I/O nets highlighted:
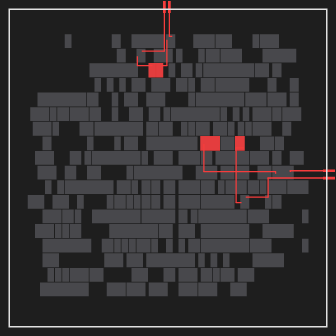
Routing congestion map:
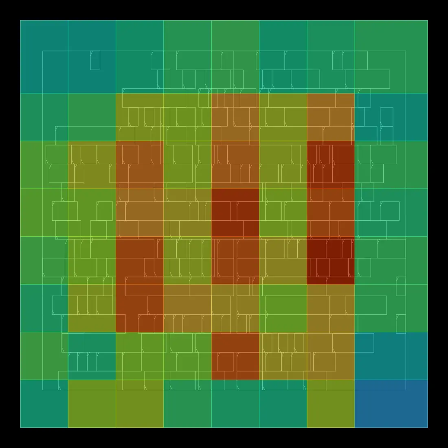
Placement density heat map:
The die is cut into 12 by 12 equal tiles; white is low, dark blue is high, 0 to 100% covered.
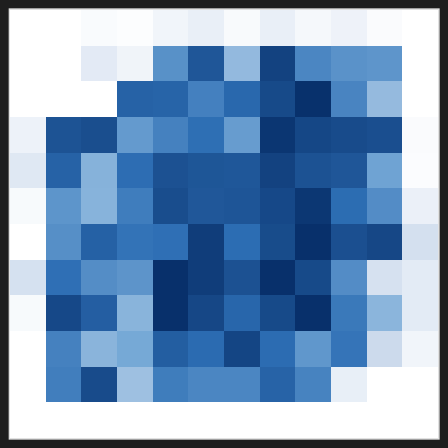
--- config.mk ---
export PLATFORM = sky130hd
export DESIGN_NAME = bitty_ctrl_seq
export DESIGN_NICKNAME = d
export VERILOG_FILES = /design/src/rtl/bitty_ctrl_seq.sv
export SDC_FILE = /design/constraint.sdc
export NUM_CORES = 1
export LEC_CHECK = 0
export ABC_AREA = 1
export CAP_MARGIN = 20
export CORE_MARGIN = 3
export CORE_UTILIZATION = 40
export CTS_CLUSTER_DIAMETER = 40
export CTS_CLUSTER_SIZE = 12
export DETAILED_ROUTE_END_ITERATION = 16
export PLACE_DENSITY = 0.82
export SLEW_MARGIN = 0
export SYNTH_ARGS = -nofsm -noshare
export SYNTH_HDL_FRONTEND = slang
export SYNTH_SLANG_ARGS = --single-unit
--- constraint.sdc ---
create_clock -name clk -period 1.5 [get_ports clk]
set_input_delay 0.45 -clock clk [delete_from_list [all_inputs] [get_ports clk]]
set_output_delay 0.45 -clock clk [all_outputs]
set_load 0.01 [all_outputs]
--- src/rtl/bitty_ctrl_seq.sv ---
// bitty_ctrl_seq: multi-cycle control sequencer feeding the bitty operand mux.
// Accepts one instruction per run handshake in IDLE, then steps through
// S_LOAD -> C_LOAD -> WB -> DONE (illegal formats go straight to DONE).
// All outputs are decoded from the state and latched-instruction registers.
// Optional feature macro: BITTY_CTRL_ILLEGAL_EN adds the 'illegal' output,
// flagged together with done when an illegal format was retired.
module bitty_ctrl_seq #(
    parameter bit         IMM_SIGNED = 1'b0,
    parameter logic [3:0] DEF_SEL    = 4'd9
) (
    input  logic        clk,
    input  logic        rst_n,
    input  logic        run,
    input  logic [15:0] instr,
    output logic        busy,
    output logic        done,
    output logic [3:0]  mux_sel,
    output logic        en_s,
    output logic        en_c,
    output logic [7:0]  en_rf,
    output logic [2:0]  alu_sel,
    output logic [15:0] imm_out
`ifdef BITTY_CTRL_ILLEGAL_EN
    ,
    output logic        illegal
`endif
);

    typedef enum logic [2:0] {
        IDLE   = 3'd0,
        S_LOAD = 3'd1,
        C_LOAD = 3'd2,
        WB     = 3'd3,
        DONE   = 3'd4
    } state_t;

    state_t      state_q, state_d;
    logic [15:0] instr_q, instr_d;

    // Field views of the latched instruction
    logic [2:0] rx_q;
    logic [2:0] ry_q;
    logic [7:0] imm8_q;
    logic [1:0] fmt_q;

    assign rx_q   = instr_q[15:13];
    assign ry_q   = instr_q[12:10];
    assign imm8_q = instr_q[12:5];
    assign fmt_q  = instr_q[1:0];

    // State and instruction registers; reset drops any in-flight operation
    always_ff @(posedge clk or negedge rst_n) begin
        if (!rst_n) begin
            state_q <= IDLE;
            instr_q <= 16'h0000;
        end else begin
            state_q <= state_d;
            instr_q <= instr_d;
        end
    end

    // Next-state: run is only looked at in IDLE, so later requests are dropped
    always_comb begin
        state_d = state_q;
        instr_d = instr_q;
        case (state_q)
            IDLE: begin
                if (run) begin
                    instr_d = instr;
                    if (instr[1]) begin
                        state_d = DONE;
                    end else begin
                        state_d = S_LOAD;
                    end
                end
            end
            S_LOAD:  state_d = C_LOAD;
            C_LOAD:  state_d = WB;
            WB:      state_d = DONE;
            DONE:    state_d = IDLE;
            default: state_d = IDLE;
        endcase
    end

    // Moore output decode; mux parks on DEF_SEL whenever no operand is selected
    always_comb begin
        busy    = 1'b0;
        done    = 1'b0;
        mux_sel = DEF_SEL;
        en_s    = 1'b0;
        en_c    = 1'b0;
        en_rf   = 8'h00;
        case (state_q)
            S_LOAD: begin
                busy    = 1'b1;
                mux_sel = {1'b0, rx_q};
                en_s    = 1'b1;
            end
            C_LOAD: begin
                busy = 1'b1;
                en_c = 1'b1;
                if (fmt_q[0]) begin
                    mux_sel = 4'd8;
                end else begin
                    mux_sel = {1'b0, ry_q};
                end
            end
            WB: begin
                busy  = 1'b1;
                en_rf = 8'h01 << rx_q;
            end
            DONE: begin
                done = 1'b1;
            end
            default: begin
                busy = 1'b0;
            end
        endcase
    end

    // Opcode and immediate come straight from the latched instruction
    always_comb begin
        alu_sel = instr_q[4:2];
        if (IMM_SIGNED) begin
            imm_out = {{8{imm8_q[7]}}, imm8_q};
        end else begin
            imm_out = {8'h00, imm8_q};
        end
    end

`ifdef BITTY_CTRL_ILLEGAL_EN
    // Illegal flag accompanies done only when the retired format was 1x
    always_comb begin
        illegal = (state_q == DONE) && fmt_q[1];
    end
`endif

endmodule
==> CHANGELOG.md <==
## Implementation

* Async S/R FF share, synth at 100%
* Mapped Area at 1120 µm²
* Final setup viols at 16
* R2R cell count at 7
* Flop and latch count out of synthesis at 18
* Layout cells sized above 1 at 38.2%
* DP Worst Slack at -385 ps
* Multiplexer share at 0%
* Worst hold path class: input port to asynchronous set/reset pin
* RSZ-0062 raised after global routing: yes
* Tool warning count at 28
* Routed Antenna Nets at 0
* Dpl cells at 215
* Yosys adder share at 0%
* Clock Root Buffer: clkbuf_4
* And-or/or-and share of the synthesized area at 1.35%
* Final net count at 220
* Die y size at 58.8 µm
* Final Hold Fails at 0
* Synth cell types at 17
* Pwr Density at 1950 nW/µm²
* GRT overflow at 0
* Simple-Gate Fraction of Synth Area at 34.0%
* Register area at 453 µm²
* Crit path capture: mux_sel[3]
* Pin count of the biggest net entering global routing at 20
* Static leakage power at 0.000899 µW
* Crit start category: register
* Combinational power share at 66.5%
* Initial antenna violation count at 0
* Leading area contributor after synthesis: dfrtp_1
* Tot Pwr at 3400 µW
* Top cells by area: dfrtp_1 40%, nand2_1 14%, buf_4 13%, nand4_1 10%, nor3_1 4.0%
* Via density at 4.98
* Status: finished with violations
* Final WS setup at -255 ps
* Synth-to-Final Area Change at 56.6%
* Combinational gate power at 2260 µW
* Cells in synth_stat.txt at 140
* Max Root-Sink Buffers at 2
* Clock sinks at 18
* Logic area at 582 µm²
* Clock power frac at 6.8%
* Seq share, synth at 40.4%
* Vias in the first global route at 1166
* FMAX at 0.570 GHz
* Met2 global-route usage at 34.7%
* Final slew viol count at 0
* Drt total wl at 3.36 mm
* WS Path Type: register to primary output
* Count of library flops with an enable pin at 0
* Top cells by count: 41 x nand2_1, 20 x buf_4, 18 x dfrtp_1, 18 x nand4_1, 12 x inv_1
* Clk latency late pin at 280 ps
* DR vias at 1141
* Power Sequential at 908 µW
* Violated checks: negative setup slack
* Final min period at 1760 ps
* Sequential power share at 26.7%
* CTS tree: done
* Placement Cell Area at 1550 µm²
* Final-layout fill cell count at 224
* Design Area, Final at 1750 µm²
* Main logic family: simple AND/OR/NAND/NOR gates
* Peak VDD IR at 1.39 mV
* GRT Total Usage at 19.8%
* Post-Layout Cell Count at 229
* CP endpoint kind: primary output
* Cycle use final at 117%
* Commonest flop: dfrtp_1
* R2R Path Start: state_q[1]$_DFFE_PN0P_
* Post-synth area from yosys stat at 1120 µm²
* Inserted Diodes at 0
* TritonCTS Buffers at 3
* Switching part of the total at 46.4%
* Cell Rows at 18
* Top cells excl fill/tap: 40 x nand2_1, 21 x buf_4, 18 x nand4_1, 18 x clkdlybuf4s50_1, 16 x dfrtp_1
* XOR Share, Synth at 0%
* Max reg flops at 15
* R2r endpoint: instr_q[6]$_DFFE_PN0P_
* Largest Register: instr_q
About 'I/O nets highlighted':
colour	port	bits	direction	edge	end cells	buffers	wire
red	`mux_sel`	4	output	2 right, 2 top	4	4	82.5 µm
I/O pin count: 54
PortBufs: 45

About 'routing congestion map':
met3 global-route usage: 2.19%
routed length per placed instance: 14.7 µm
GRT met1 Usage: 23.8%

About 'placement density heat map':
emptiest ninth of the die	top left
densest ninth of the die	middle
nearly empty tiles	20%
mean over tiles	49%
tiles over 75% full	36%
fullest tile	100%
fin util: 68.1%
floorplan core density: 43.5%
core footprint: 2570 µm²

## layer usage
layer	share of wire (%)	routed length, µm	up-vias
li1	-	-	557
met1	38	1290	532
met2	54	1820	44
met3	5.4	180	8
met4	2.0	68	0
met5	0	0	-
## area by class of cell
type | count | area share, %
Clock buffer | 3 | 1.29
Timing Repair Buffer | 73 | 34.4
Multi-Input combinational cell | 93 | 33.3
Tap cell | 30 | 2.15
Inverter | 12 | 3.01
Sequential cell | 18 | 25.9
## worst max-delay path: stages (launching register included)
cell	delay [ps]
dfrtp_2	440
buf_6	150
nand3_4	110
nand2_2	80
o21ai_1	90
buf_2	160
## repair_timing
item / CTS / global route
endpoints found under the hold margin: 0 / 0
pin swaps: 8 / 4
buffers inserted: 8 / 1
resized: 116 / 10
cloned: 1 / 1
setup endpoints to repair: 42 / 34
Power is estimated from default activity; no workload was simulated.
